<file path="src/rtl/stat_display_pkg.sv">
`default_nettype none
// ============================================================================
// Module      : stat_display_pkg
// Description : Shared types and constants for the statistics display:
//               conversion FSM states, source select codes, segment patterns.
// Revision    : 1.0 - initial release
// ============================================================================
package stat_display_pkg;

    typedef enum logic [1:0] {
        ST_IDLE  = 2'd0,
        ST_LOAD  = 2'd1,
        ST_SHIFT = 2'd2,
        ST_DONE  = 2'd3
    } state_t;

    localparam logic [2:0] c_sel_total    = 3'd0;
    localparam logic [2:0] c_sel_uncond   = 3'd1;
    localparam logic [2:0] c_sel_cond     = 3'd2;
    localparam logic [2:0] c_sel_cond_suc = 3'd3;
    localparam logic [2:0] c_sel_syscall  = 3'd4;

    // Active-low g..a patterns for 0-F; the dp bit is added by the caller.
    localparam logic [6:0] c_seg_patterns [16] = '{
        7'h40, 7'h79, 7'h24, 7'h30, 7'h19, 7'h12, 7'h02, 7'h78,
        7'h00, 7'h10, 7'h08, 7'h03, 7'h46, 7'h21, 7'h06, 7'h0E
    };

    // Double-dabble correction: add 3 to every BCD nibble that is 5 or more.
    function automatic logic [39:0] bcd_add3(input logic [39:0] bcd);
        logic [39:0] result;
        result = bcd;
        for (int i = 0; i < 10; i++) begin
            if (result[i*4 +: 4] >= 4'd5)
                result[i*4 +: 4] = result[i*4 +: 4] + 4'd3;
        end
        return result;
    endfunction

endpackage
`default_nettype wire

</file>
<file path="src/rtl/stat_display_seg7.sv">
`default_nettype none
// ============================================================================
// Module      : seg7_decode
// Description : Combinational nibble to active-low seven-segment decode.
// Revision    : 1.0 - initial release
// ============================================================================
module seg7_decode
    import stat_display_pkg::*;
(
    input  logic [3:0] nibble,
    output logic [6:0] segments
);

    assign segments = c_seg_patterns[nibble];

endmodule
`default_nettype wire

</file>
<file path="src/rtl/stat_display.sv">
`default_nettype none
// ============================================================================
// Module      : stat_display
// Description : Free-running binary/BCD conversion of a selected statistic
//               and multiplexed 8-digit seven-segment scan.
// Revision    : 1.0 - initial release
// ============================================================================
module stat_display
    import stat_display_pkg::*;
#(
    parameter int unsigned SCAN_DIV = 50000
) (
    input  logic        clk,
    input  logic        rst,
    input  logic [31:0] total_cycles,
    input  logic [31:0] uncondi_num,
    input  logic [31:0] condi_num,
    input  logic [31:0] condi_suc_num,
    input  logic [31:0] SyscallOut,
    input  logic [2:0]  sel,
    input  logic        hex_mode,
    output logic [7:0]  seg,
    output logic [7:0]  an,
    output logic        busy
);

    localparam int unsigned c_presc_w = (SCAN_DIV > 1) ? $clog2(SCAN_DIV) : 1;
    localparam logic [c_presc_w-1:0] c_presc_max = c_presc_w'(SCAN_DIV - 1);
    localparam logic [c_presc_w-1:0] c_presc_one = c_presc_w'(1);

    state_t                 r_state;
    state_t                 w_next_state;
    logic                   w_busy;
    logic [31:0]            w_src;
    logic [31:0]            r_bin;
    logic [39:0]            r_bcd;
    logic [39:0]            w_bcd_adj;
    logic                   r_hex;
    logic [4:0]             r_shift_cnt;
    logic [31:0]            r_display;
    logic                   r_ovf;
    logic [c_presc_w-1:0]   r_presc;
    logic [2:0]             r_index;
    logic [3:0]             w_nibble;
    logic [6:0]             w_seg_pat;
    logic [7:0]             r_seg;
    logic [7:0]             r_an;

    always_comb begin
        w_src = '0;
        case (sel)
            c_sel_total:    w_src = total_cycles;
            c_sel_uncond:   w_src = uncondi_num;
            c_sel_cond:     w_src = condi_num;
            c_sel_cond_suc: w_src = condi_suc_num;
            c_sel_syscall:  w_src = SyscallOut;
            default:        w_src = '0;
        endcase
    end

    always_ff @(posedge clk or negedge rst) begin
        if (!rst) r_state <= ST_IDLE;
        else      r_state <= w_next_state;
    end

    always_comb begin
        w_next_state = r_state;
        w_busy       = 1'b1;
        case (r_state)
            ST_IDLE: begin
                w_busy       = 1'b0;
                w_next_state = ST_LOAD;
            end
            ST_LOAD:  w_next_state = hex_mode ? ST_DONE : ST_SHIFT;
            ST_SHIFT: w_next_state = (r_shift_cnt == 5'd31) ? ST_DONE : ST_SHIFT;
            ST_DONE:  w_next_state = ST_IDLE;
            default:  w_next_state = ST_IDLE;
        endcase
    end

    assign busy      = w_busy;
    assign w_bcd_adj = bcd_add3(r_bcd);

    // Display register only changes in DONE, so a half-shifted value is never shown.
    always_ff @(posedge clk or negedge rst) begin
        if (!rst) begin
            r_bin       <= '0;
            r_bcd       <= '0;
            r_hex       <= 1'b0;
            r_shift_cnt <= '0;
            r_display   <= '0;
            r_ovf       <= 1'b0;
        end else begin
            case (r_state)
                ST_LOAD: begin
                    r_bin       <= w_src;
                    r_hex       <= hex_mode;
                    r_bcd       <= '0;
                    r_shift_cnt <= '0;
                end
                ST_SHIFT: begin
                    r_bcd       <= (w_bcd_adj << 1) | {39'd0, r_bin[31]};
                    r_bin       <= {r_bin[30:0], 1'b0};
                    r_shift_cnt <= r_shift_cnt + 5'd1;
                end
                ST_DONE: begin
                    if (r_hex) begin
                        r_display <= r_bin;
                        r_ovf     <= 1'b0;
                    end else begin
                        r_display <= r_bcd[31:0];
                        r_ovf     <= |r_bcd[39:32];
                    end
                end
                default: ;
            endcase
        end
    end

    assign w_nibble = r_display[{r_index, 2'b00} +: 4];

    seg7_decode u_seg7_decode (
        .nibble   (w_nibble),
        .segments (w_seg_pat)
    );

    always_ff @(posedge clk or negedge rst) begin
        if (!rst) begin
            r_presc <= '0;
            r_index <= '0;
            r_seg   <= 8'hC0;
            r_an    <= 8'hFE;
        end else begin
            if (r_presc == c_presc_max) begin
                r_presc <= '0;
                r_index <= r_index + 3'd1;
            end else begin
                r_presc <= r_presc + c_presc_one;
            end
            r_an  <= ~(8'b1 << r_index);
            r_seg <= {~r_ovf, w_seg_pat};
        end
    end

    assign seg = r_seg;
    assign an  = r_an;

endmodule
`default_nettype wire

</file>
<file path="config.mk">
export PLATFORM = sky130hd
export DESIGN_NAME = stat_display
export DESIGN_NICKNAME = d
export VERILOG_FILES = /design/src/rtl/stat_display_pkg.sv /design/src/rtl/stat_display_seg7.sv /design/src/rtl/stat_display.sv
export SDC_FILE = /design/constraint.sdc
export NUM_CORES = 1
export LEC_CHECK = 0
export CORE_ASPECT_RATIO = 1.2
export CORE_UTILIZATION = 45
export DETAILED_ROUTE_END_ITERATION = 8
export PLACE_DENSITY = 0.72
export SLEW_MARGIN = 10
export SYNTH_ARGS = -nofsm -noshare
export SYNTH_HDL_FRONTEND = slang
export SYNTH_HIERARCHICAL = 1
export SYNTH_SLANG_ARGS = --single-unit
</file>
<file path="constraint.sdc">
create_clock -name clk -period 4.51 [get_ports clk]
set_clock_uncertainty 0.15 [all_clocks]
set_input_delay 0.451 -clock clk [delete_from_list [all_inputs] [get_ports clk]]
set_output_delay 0.451 -clock clk [all_outputs]
set_load 0.01 [all_outputs]
</file>
Run 1, track usage over the die:
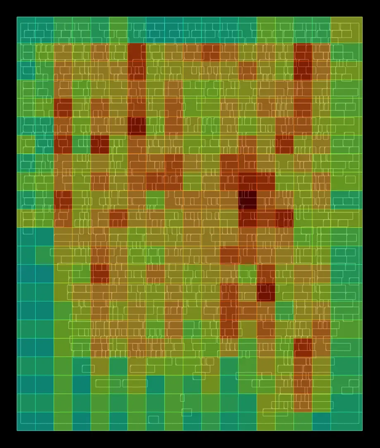
met3 usage: 3.36%
DR WL/cell: 16.7 um
GRT busiest layer: met2
Final Core Density: 60.1%
Tot GR Track Use: 22.9%

Run 1, routed metal, one colour a layer:
Bar = 50 um.
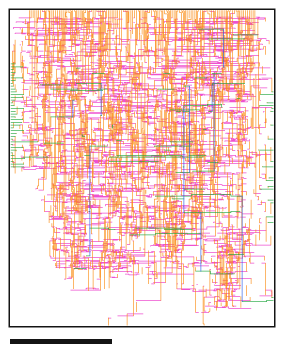
legend:
  M1:
    colour: magenta
    wire_length: 9530 um
  M2:
    colour: orange
    wire_length: 11700 um
  M4:
    colour: blue
    wire_length: 331 um
  M3:
    colour: green
    wire_length: 817 um

Run 1, signal metal coverage by tile:
Bar = 50 um. 26 x 31 tiles, from dark blue (low) to red (high), scaled to the fullest tile. Values are wire area over tile area, all layers added.
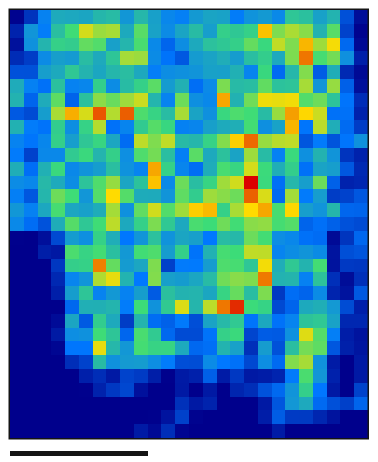
emptiest ninth of the die: lower left
densest ninth of the die: centre
mean over tiles: 0.17

==> flow_metrics.tcl, run 1 <==
# metrics dict for downstream scripts
set metrics [dict create \
    maxCapViolCount 0 \
    comb_share_pct 40.0 \
    layout_top_cells "clkdlybuf4s50_1 (179), dfrtp_1 (138), mux2i_1 (96), nand2_1 (93), nor2_1 (75)" \
    num-clock-buffers 21 \
    maxSlewViolCount 0 \
    grt_start_max_net_pins 79 \
    drtAntennaViolNets 0 \
    place.gp.congestion 0.809 \
    drtIter0Drc 608 \
    worstSkewPairLatency_ps 430 \
    status "finished, final reports clean" \
    use_met2_pct 39.3 \
    core_mm2 0.0189 \
    powerComb_w 0.00228 \
    fin_crit_ps 2740 \
    fp.dieH_um 155 \
    crit_buf_inv 1 \
    grt_pass1_vias 7013 \
    clock.fmax_mhz 365 \
    total_power_w 0.00598 \
    cp.required_ps 4670 \
    nMultiInputCombCells 655 \
    cp_slowest_cell "nand2_1" \
    flops 148 \
    total_leakage_power_nw 4.88 \
    hold_buffers 1 \
    p_sw_w 0.00224 \
    top_cell "dfrtp_1" \
    cts_setup_buffers 0 \
    clock-sinks 148 \
    worstRegToRegCells 4 \
    hold_viol 0 \
    die_x_um 129 \
    period_used_pct 60.7 \
    yosys-stat-area_mm2 0.00873 \
    ys_sh_aoi_pct 15.0 \
    cts_resized 0 \
    reg.largest.list "r_bcd (40), r_bin (32), r_display (32)" \
    gr-usage-met1_pct 29.6 \
    edf_count 0 \
    routedLengthMet1_um 9530 \
    wl_met3_um 817 \
    syn_area_per_cell_um2 9.46 \
    cts_buffers 17 \
]
Run 1, cell classes on the final placement:
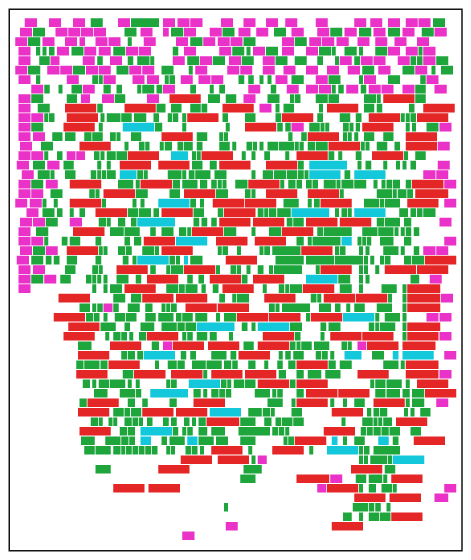

==> run 2: changes to the inputs <==
--- a/config.mk
+++ b/config.mk
@@ -8,7 +8,7 @@
 export CORE_ASPECT_RATIO = 1.2
 export CORE_UTILIZATION = 45
 export DETAILED_ROUTE_END_ITERATION = 8
-export PLACE_DENSITY = 0.72
+export PLACE_DENSITY = 0.75
 export SLEW_MARGIN = 10
 export SYNTH_ARGS = -nofsm -noshare
 export SYNTH_HDL_FRONTEND = slang
==> constraint.sdc (replaced) <==
create_clock -name clk -period 2.3 [get_ports clk]
set_clock_uncertainty 0.15 [all_clocks]
set_input_delay 0.23 -clock clk [delete_from_list [all_inputs] [get_ports clk]]
set_output_delay 0.23 -clock clk [all_outputs]
set_load 0.01 [all_outputs]
Run 2, cell classes on the final placement:
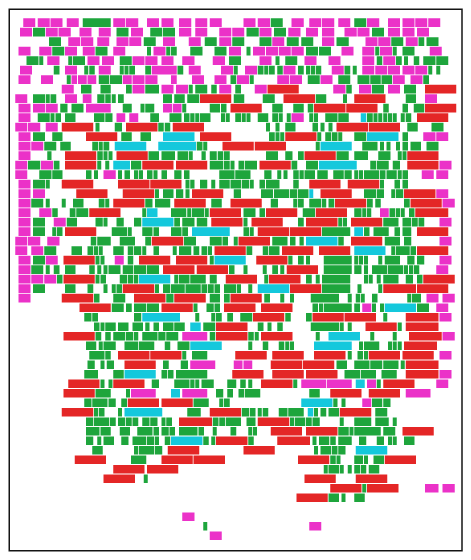
legend:
  remaining logic cells:
    colour: green
    cells: 714
  remaining buffers and delay cells:
    colour: magenta
    cells: 207
  registers:
    colour: red
    cells: 148
  clock drivers and dummy loads:
    colour: cyan
    cells: 32

Run 2, signal metal coverage by tile:
Bar = 50 um. 26 x 31 tiles, from dark blue (low) to red (high), scaled to the fullest tile. Values are wire area over tile area, all layers added.
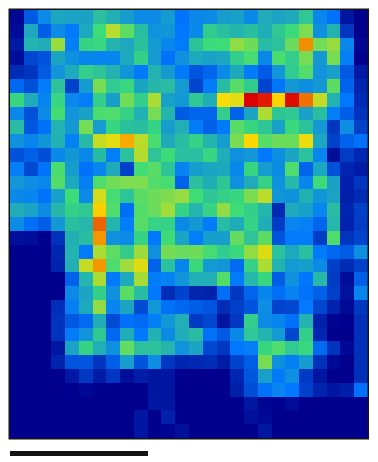
DR WL/cell: 16.1 um
vias: 7328
drt total wl: 21900 um
Tot GR Track Use: 22.8%

==> flow_metrics.tcl, run 2 <==
# metrics dict for downstream scripts
set metrics [dict create \
    status "finished, final reports clean" \
    wl_met2_um 11100 \
    fin_crit_ps 2130 \
    grt_start_max_net_pins 127 \
    diodes 0 \
    maxCapViolCount 0 \
    cp.required_ps 2440 \
    top_cell "dfrtp_1" \
    syn_area_per_cell_um2 9.46 \
    total_power_w 0.0120 \
    die_x_um 129 \
    use_met2_pct 37.4 \
    drtAntennaViolNets 0 \
    flops 148 \
    hpwl_um 16300 \
    reg.largest.list "r_bcd (40), r_bin (32), r_display (32)" \
    maxSlewViolCount 0 \
    worstRegToRegCells 8 \
    total_leakage_power_nw 4.98 \
    gr-usage-met1_pct 29.8 \
    powerComb_w 0.00483 \
    power.internal_w 0.00753 \
    yosys.area_share.simple_pct 12.7 \
    cts_resized 0 \
    final_util_pct 61.3 \
    hold_viol 0 \
    r2r_slack_ps 170 \
    cts_buffers 17 \
    fp.dieH_um 155 \
    yosys-stat-area_mm2 0.00873 \
    cts_setup_buffers 0 \
    timing.rr.start "r_index[0]" \
    routedLengthMet1_um 9360 \
    clock.fmax_mhz 470 \
    p_sw_w 0.00447 \
    grt_use_met3_pct 4.60 \
    hold_buffers 1 \
    grt_pass1_vias 7148 \
    place.gp.congestion 0.837 \
    comb_share_pct 39.3 \
    wl_met3_um 990 \
    crit_buf_inv 1 \
    layout_top_cells "clkdlybuf4s50_1 (179), dfrtp_1 (138), mux2i_1 (96), nand2_1 (92), nor2_1 (75)" \
    ys_sh_aoi_pct 15.0 \
    core_mm2 0.0189 \
    worstSkewPairLatency_ps 430 \
    clock-sinks 148 \
    setup_ws_ps 172 \
    syn_area_mm2 0.00873 \
    drtIter0Drc 451 \
    nMultiInputCombCells 655 \
    edf_count 0 \
    grt_most_used_layer "met2" \
    num-clock-buffers 19 \
    crit_path_end "seg[3]" \
]
Run 2, track usage over the die:
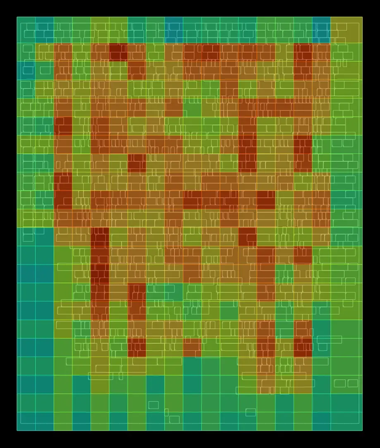

==> run 3: changes to the inputs <==
--- a/config.mk
+++ b/config.mk
@@ -5,7 +5,9 @@
 export SDC_FILE = /design/constraint.sdc
 export NUM_CORES = 1
 export LEC_CHECK = 0
+export CAP_MARGIN = 20
 export CORE_ASPECT_RATIO = 1.2
+export CORE_MARGIN = 4
 export CORE_UTILIZATION = 45
 export DETAILED_ROUTE_END_ITERATION = 8
 export PLACE_DENSITY = 0.75
Run 3, track usage over the die:
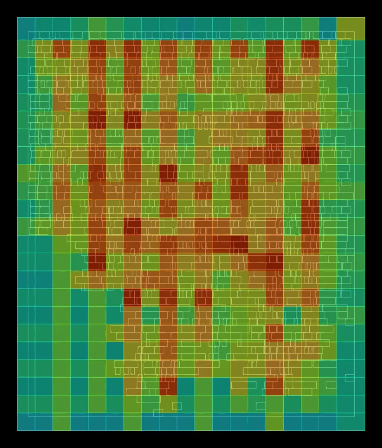
DR WL/cell: 16.6 um
Final Core Density: 61.0%

Run 3, routed metal, one colour a layer:
Bar = 50 um.
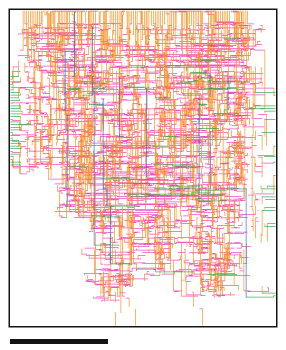
legend:
  M4:
    colour: blue
    wire_length: 548 um
  M2:
    colour: orange
    wire_length: 11500 um
  M3:
    colour: green
    wire_length: 970 um
  M1:
    colour: magenta
    wire_length: 9590 um

==> flow_metrics.tcl, run 3 <==
# metrics dict for downstream scripts
set metrics [dict create \
    clock.fmax_mhz 466 \
    total_power_w 0.0119 \
    status "finished, final reports clean" \
    grt_pass1_vias 7212 \
    die_x_um 135 \
    crit_path_end "seg[3]" \
    num-clock-buffers 23 \
    power.internal_w 0.00748 \
    p_sw_w 0.00443 \
    place.gp.congestion 0.885 \
    cp_slowest_cell "mux4_2" \
    syn_area_mm2 0.00873 \
    grt_util_all_layers_pct 21.0 \
    drtIter0Drc 636 \
    total_leakage_power_nw 4.98 \
    yosys-stat-area_mm2 0.00873 \
    setup_ws_ps 153 \
    timing.rr.start "r_index[0]" \
    syn_area_per_cell_um2 9.46 \
    grt_start_max_net_pins 127 \
    drtAntennaViolNets 0 \
    routed_wl_um 22600 \
    worstRegToRegCells 7 \
    ys_sh_aoi_pct 15.0 \
    crit_buf_inv 0 \
    fin_crit_ps 2150 \
    gr-usage-met1_pct 27.9 \
    cts_buffers 17 \
    grt_use_met3_pct 3.88 \
    r2r_slack_ps 150 \
    hpwl_um 16600 \
    comb_share_pct 39.3 \
    maxCapViolCount 0 \
    nMultiInputCombCells 655 \
    powerComb_w 0.00490 \
    routedLengthMet1_um 9590 \
    flops 148 \
    diodes 0 \
]
